--- src/rtl/hilo_muldiv_ctrl_pkg.sv ---
// Shared definitions for the HI/LO multiply/divide controller: aluop
// encodings (matching ID control), FSM state encoding and decode helpers.
package hilo_muldiv_ctrl_pkg;

    localparam logic [4:0] OP_MULT  = 5'b01100;
    localparam logic [4:0] OP_MULTU = 5'b01101;
    localparam logic [4:0] OP_DIV   = 5'b01110;
    localparam logic [4:0] OP_DIVU  = 5'b01111;
    localparam logic [4:0] OP_MFHI  = 5'b01000;
    localparam logic [4:0] OP_MTHI  = 5'b01001;
    localparam logic [4:0] OP_MFLO  = 5'b01010;
    localparam logic [4:0] OP_MTLO  = 5'b01011;

    typedef enum logic [1:0] {
        ST_IDLE = 2'd0,
        ST_RUN  = 2'd1,
        ST_FIX  = 2'd2
    } state_t;

    // True for any of the eight codes that touch HI/LO.
    function automatic logic is_hilo_op(input logic [4:0] op);
        logic hit;
        case (op)
            OP_MULT, OP_MULTU, OP_DIV, OP_DIVU,
            OP_MFHI, OP_MTHI, OP_MFLO, OP_MTLO: hit = 1'b1;
            default:                            hit = 1'b0;
        endcase
        return hit;
    endfunction

    // True for the four multi-cycle arithmetic codes.
    function automatic logic is_muldiv_op(input logic [4:0] op);
        logic hit;
        case (op)
            OP_MULT, OP_MULTU, OP_DIV, OP_DIVU: hit = 1'b1;
            default:                            hit = 1'b0;
        endcase
        return hit;
    endfunction

endpackage

--- src/rtl/hilo_muldiv_ctrl_iter.sv ---
// Radix-2 iteration datapath. Operands are unsigned magnitudes; the
// controller handles signs. The 2W-bit accumulator holds {partial product
// high, multiplier} for multiply and {remainder, dividend/quotient} for
// divide, so after W steps it reads {HI, LO} directly.
module muldiv_iter #(
    parameter int W = 32
) (
    input  logic             clk,
    input  logic             resetn,
    input  logic             load,
    input  logic             step,
    input  logic             is_div,
    input  logic [W-1:0]     op_a,
    input  logic [W-1:0]     op_b,
    output logic [2*W-1:0]   result
);

    logic [2*W-1:0] acc_r;
    logic [W-1:0]   b_r;
    logic [2*W-1:0] acc_nxt_s;
    logic [W:0]     mul_sum_s;
    logic [W:0]     div_trial_s;
    logic [W:0]     div_diff_s;

    // One shift-add (multiply) or restoring shift-subtract (divide) step.
    always_comb begin
        mul_sum_s   = {1'b0, acc_r[2*W-1:W]} + (acc_r[0] ? {1'b0, b_r} : {(W+1){1'b0}});
        div_trial_s = {acc_r[2*W-1:W], acc_r[W-1]};
        div_diff_s  = div_trial_s - {1'b0, b_r};
        if (is_div) begin
            if (div_diff_s[W] == 1'b0) begin
                acc_nxt_s = {div_diff_s[W-1:0], acc_r[W-2:0], 1'b1};
            end else begin
                acc_nxt_s = {div_trial_s[W-1:0], acc_r[W-2:0], 1'b0};
            end
        end else begin
            acc_nxt_s = {mul_sum_s, acc_r[W-1:1]};
        end
    end

    // Accumulator and divisor/multiplicand registers.
    always_ff @(posedge clk or negedge resetn) begin
        if (!resetn) begin
            acc_r <= {(2*W){1'b0}};
            b_r   <= {W{1'b0}};
        end else if (load) begin
            acc_r <= {{W{1'b0}}, op_a};
            b_r   <= op_b;
        end else if (step) begin
            acc_r <= acc_nxt_s;
        end
    end

    assign result = acc_r;

endmodule

--- src/rtl/hilo_muldiv_ctrl.sv ---
// HI/LO owner and multi-cycle MULT/DIV sequencer sitting beside the ALU in
// EX. Ops retire immediately; only a later HI/LO op seen while busy stalls.
module hilo_muldiv_ctrl
    import hilo_muldiv_ctrl_pkg::*;
#(
    parameter int ITER = 32,
    parameter int W    = 32
) (
    input  logic         clk,
    input  logic         resetn,
    input  logic         op_valid,
    input  logic [4:0]   aluop,
    input  logic [W-1:0] src_a,
    input  logic [W-1:0] src_b,
    input  logic         flush,
    output logic         stall,
    output logic [W-1:0] hilo_rdata,
    output logic         busy,
    output logic [W-1:0] hi,
    output logic [W-1:0] lo
);

    localparam int CW = $clog2(ITER);

    state_t           state_r;
    state_t           state_nxt_s;
    logic [CW-1:0]    cnt_r;
    logic             is_div_r;
    logic             res_neg_r;
    logic             rem_neg_r;
    logic             dz_r;
    logic [W-1:0]     raw_a_r;
    logic [W-1:0]     hi_r;
    logic [W-1:0]     lo_r;

    logic             hiloop_s;
    logic             muldiv_s;
    logic             signed_op_s;
    logic             div_op_s;
    logic [W-1:0]     mag_a_s;
    logic [W-1:0]     mag_b_s;
    logic             accept_s;
    logic             step_s;
    logic             hi_we_s;
    logic             lo_we_s;
    logic [W-1:0]     hi_nxt_s;
    logic [W-1:0]     lo_nxt_s;
    logic [2*W-1:0]   raw_res_s;
    logic [2*W-1:0]   prod_fix_s;
    logic [W-1:0]     quo_fix_s;
    logic [W-1:0]     rem_fix_s;

    // Decode the incoming op and form operand magnitudes for signed modes.
    always_comb begin
        hiloop_s    = op_valid & is_hilo_op(aluop);
        muldiv_s    = is_muldiv_op(aluop);
        signed_op_s = (aluop == OP_MULT) | (aluop == OP_DIV);
        div_op_s    = (aluop == OP_DIV) | (aluop == OP_DIVU);
        mag_a_s     = (signed_op_s & src_a[W-1]) ? (~src_a + {{(W-1){1'b0}}, 1'b1}) : src_a;
        mag_b_s     = (signed_op_s & src_b[W-1]) ? (~src_b + {{(W-1){1'b0}}, 1'b1}) : src_b;
    end

    // Two's-complement sign correction of the raw unsigned result.
    always_comb begin
        prod_fix_s = res_neg_r ? (~raw_res_s + {{(2*W-1){1'b0}}, 1'b1}) : raw_res_s;
        quo_fix_s  = res_neg_r ? (~raw_res_s[W-1:0] + {{(W-1){1'b0}}, 1'b1}) : raw_res_s[W-1:0];
        rem_fix_s  = rem_neg_r ? (~raw_res_s[2*W-1:W] + {{(W-1){1'b0}}, 1'b1}) : raw_res_s[2*W-1:W];
    end

    // FSM next state, datapath control and HI/LO write selection.
    always_comb begin
        state_nxt_s = state_r;
        accept_s    = 1'b0;
        step_s      = 1'b0;
        hi_we_s     = 1'b0;
        lo_we_s     = 1'b0;
        hi_nxt_s    = hi_r;
        lo_nxt_s    = lo_r;
        case (state_r)
            ST_IDLE: begin
                if (hiloop_s & ~flush) begin
                    if (muldiv_s) begin
                        accept_s    = 1'b1;
                        state_nxt_s = ST_RUN;
                    end else if (aluop == OP_MTHI) begin
                        hi_we_s  = 1'b1;
                        hi_nxt_s = src_a;
                    end else if (aluop == OP_MTLO) begin
                        lo_we_s  = 1'b1;
                        lo_nxt_s = src_a;
                    end else begin
                        state_nxt_s = ST_IDLE;
                    end
                end else begin
                    state_nxt_s = ST_IDLE;
                end
            end
            ST_RUN: begin
                if (flush) begin
                    state_nxt_s = ST_IDLE;
                end else begin
                    step_s = 1'b1;
                    if (cnt_r == CW'(ITER - 1)) begin
                        state_nxt_s = ST_FIX;
                    end else begin
                        state_nxt_s = ST_RUN;
                    end
                end
            end
            ST_FIX: begin
                state_nxt_s = ST_IDLE;
                if (flush) begin
                    hi_we_s = 1'b0;
                end else begin
                    hi_we_s = 1'b1;
                    lo_we_s = 1'b1;
                    if (!is_div_r) begin
                        hi_nxt_s = prod_fix_s[2*W-1:W];
                        lo_nxt_s = prod_fix_s[W-1:0];
                    end else if (dz_r) begin
                        hi_nxt_s = raw_a_r;
                        lo_nxt_s = {W{1'b1}};
                    end else begin
                        hi_nxt_s = rem_fix_s;
                        lo_nxt_s = quo_fix_s;
                    end
                end
            end
            default: begin
                state_nxt_s = ST_IDLE;
            end
        endcase
    end

    // FSM state register.
    always_ff @(posedge clk or negedge resetn) begin
        if (!resetn) begin
            state_r <= ST_IDLE;
        end else begin
            state_r <= state_nxt_s;
        end
    end

    // Iteration counter: counts RUN steps, zero everywhere else.
    always_ff @(posedge clk or negedge resetn) begin
        if (!resetn) begin
            cnt_r <= {CW{1'b0}};
        end else if (step_s) begin
            cnt_r <= cnt_r + CW'(1);
        end else begin
            cnt_r <= {CW{1'b0}};
        end
    end

    // Capture op kind, result signs and raw dividend when an op is accepted.
    always_ff @(posedge clk or negedge resetn) begin
        if (!resetn) begin
            is_div_r  <= 1'b0;
            res_neg_r <= 1'b0;
            rem_neg_r <= 1'b0;
            dz_r      <= 1'b0;
            raw_a_r   <= {W{1'b0}};
        end else if (accept_s) begin
            is_div_r  <= div_op_s;
            res_neg_r <= signed_op_s & (src_a[W-1] ^ src_b[W-1]);
            rem_neg_r <= signed_op_s & div_op_s & src_a[W-1];
            dz_r      <= div_op_s & (src_b == {W{1'b0}});
            raw_a_r   <= src_a;
        end
    end

    // Architectural HI/LO registers.
    always_ff @(posedge clk or negedge resetn) begin
        if (!resetn) begin
            hi_r <= {W{1'b0}};
            lo_r <= {W{1'b0}};
        end else begin
            if (hi_we_s) begin
                hi_r <= hi_nxt_s;
            end
            if (lo_we_s) begin
                lo_r <= lo_nxt_s;
            end
        end
    end

    muldiv_iter #(
        .W (W)
    ) u_iter (
        .clk    (clk),
        .resetn (resetn),
        .load   (accept_s),
        .step   (step_s),
        .is_div (is_div_r),
        .op_a   (mag_a_s),
        .op_b   (mag_b_s),
        .result (raw_res_s)
    );

    // Pipeline-facing outputs; stall and read data must be visible in the same cycle.
    always_comb begin
        stall = hiloop_s & (state_r != ST_IDLE) & ~flush;
        busy  = (state_r == ST_RUN) | (state_r == ST_FIX);
        hi    = hi_r;
        lo    = lo_r;
        if (op_valid & (aluop == OP_MFHI)) begin
            hilo_rdata = hi_r;
        end else if (op_valid & (aluop == OP_MFLO)) begin
            hilo_rdata = lo_r;
        end else begin
            hilo_rdata = {W{1'b0}};
        end
    end

endmodule

--- config.mk ---
export PLATFORM = sky130hd
export DESIGN_NAME = hilo_muldiv_ctrl
export DESIGN_NICKNAME = d
export VERILOG_FILES = /design/src/rtl/hilo_muldiv_ctrl_pkg.sv /design/src/rtl/hilo_muldiv_ctrl_iter.sv /design/src/rtl/hilo_muldiv_ctrl.sv
export SDC_FILE = /design/constraint.sdc
export NUM_CORES = 1
export LEC_CHECK = 0
export CAP_MARGIN = 10
export CORE_MARGIN = 2
export CORE_UTILIZATION = 25
export CTS_CLUSTER_DIAMETER = 30
export CTS_CLUSTER_SIZE = 10
export DETAILED_ROUTE_END_ITERATION = 6
export PLACE_DENSITY = 0.44
export SLEW_MARGIN = 20
export SYNTH_ARGS = -nofsm -noshare
export SYNTH_HDL_FRONTEND = slang
export SYNTH_HIERARCHICAL = 1
export SYNTH_SLANG_ARGS = --single-unit
--- constraint.sdc ---
create_clock -name clk -period 5.6 [get_ports clk]
set_clock_uncertainty 0.15 [all_clocks]
set_input_delay 0.84 -clock clk [delete_from_list [all_inputs] [get_ports clk]]
set_output_delay 0.84 -clock clk [all_outputs]
set_load 0.03 [all_outputs]
==> impl_metrics.yaml <==
# synthesis and place-and-route metrics
synth:
  yosys_area_sq_um: 17800
  ys_seq_share: 0.285
  ys_cells: 2253
  ys_sh_mux: 0.0661
  ys_sh_simple: 0.214
  top_logic_kind: "AND-OR/OR-AND gates"
  fa_ha_area_frac: 0.0535
  synth.distinct_cells: 102
  synth.most_common_cell: "nand2_1"
  numSynthFlops: 203
  fp_nets: 2401
final_timing:
  holdWs_ns: 0.126
  min_period_ns: 4.22
  fmax_mhz: 237
  fin_setup_tns_ns: 0
  setup_violations: 0
layout:
  comb_area_sq_um: 11900
  buf_share: 0.0917
  area_growth_pct: 28.6
  comb-cell-share: 0.519
  fin_util: 0.326
  drive_above_1_share: 0.101
power_and_ir_drop:
  power-top-group: "combinational logic"
  clockPowerShare: 0.338
  comb_power_share: 0.440
  pwr-share-seq: 0.222
  ir_worst_vdd_v: 0.000241
placement:
  gp_congestion: 0.939
  placedCellCount: 3277
  portBuffers: 170
  postPlaceCellArea_sq_um: 20600
critical_path:
  r2r_cells: 13
  critPathRequiredTime_ns: 5.90
  cpMaxStageDelayCell: "dfrtp_1"
  crit_start: "u_iter/result[0]"
  worst-path-buf-inv: 1
  cp_slowest_stage_delay_ns: 0.70
  worstPathArrival_ns: 4.52
  cp_num_cells: 13
  crit_path_end: "u_iter/result[55]"
  cpLargestDelayFamily: "AND-OR/OR-AND gates"
  critPathMaxFanout: 16
  critPathKind: "flip-flop to flip-flop"
  critPathLaunchType: "flip-flop"
clock_network:
  htreeDepth: 3
  cts_hold_buf: 0
  clock_path_buffers: 3
  cts_root_buffer: "clkbuf_16"
drt:
  dr_wl_met3_mm: 5.01
  top_layer: "met4"
  wl_met2_mm: 36.1
  dr.first_iter.drc_count: 1621
  dr.pass1.iters: 5
run_status:
  outcome: "finished, final reports clean"
die:
  io_pins: 171
  die_y_microns: 271
  die_area_sq_um: 73400
grt:
  grt.overflow.total: 0
  grt.busiest_layer: "met2"
flow_run:
  log.warning_count: 34
  maxCapViolations: 0
worst_hold_path:
  hp-class: "input port to async pin"
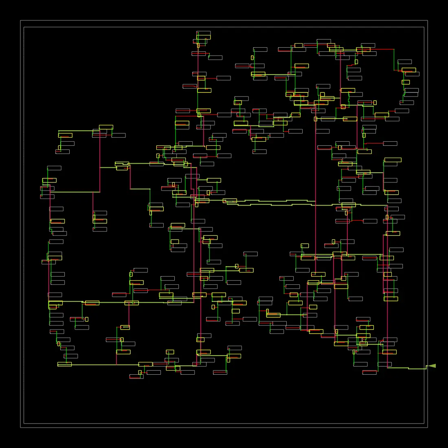
Fig. 1. Clock routing.
clock sink count: 203
Clk. pwr: 0.00380 W
CTS Buf Count: 72
clk_buf instances: 105
flop count: 203

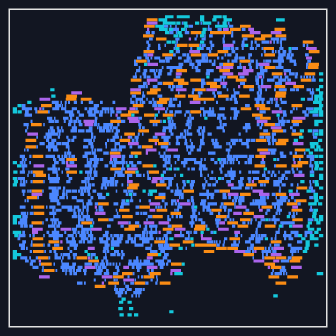
Fig. 2. Placed cells, one color a class.
| class | color | cells | share of their area |
|---|---|---|---|
| registers | orange | 203 | 23% |
| remaining buffers and delay cells | cyan | 220 | 9.7% |
| clock drivers and dummy loads | purple | 129 | 11% |
| remaining logic cells | blue | 1914 | 56% |

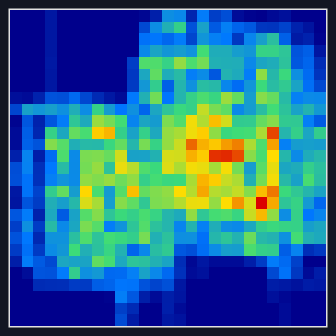
Fig. 3. Routed metal per tile.
27 x 27 tiles, from dark blue (low) to red (high), scaled to the fullest tile. Values are wire area over tile area, all layers added.
emptiest ninth of the die: upper left
densest ninth of the die: center
fullest tile: 0.58
tiles over half the peak: 21%
mean over tiles: 0.17

Power is estimated from default activity; no workload was simulated.
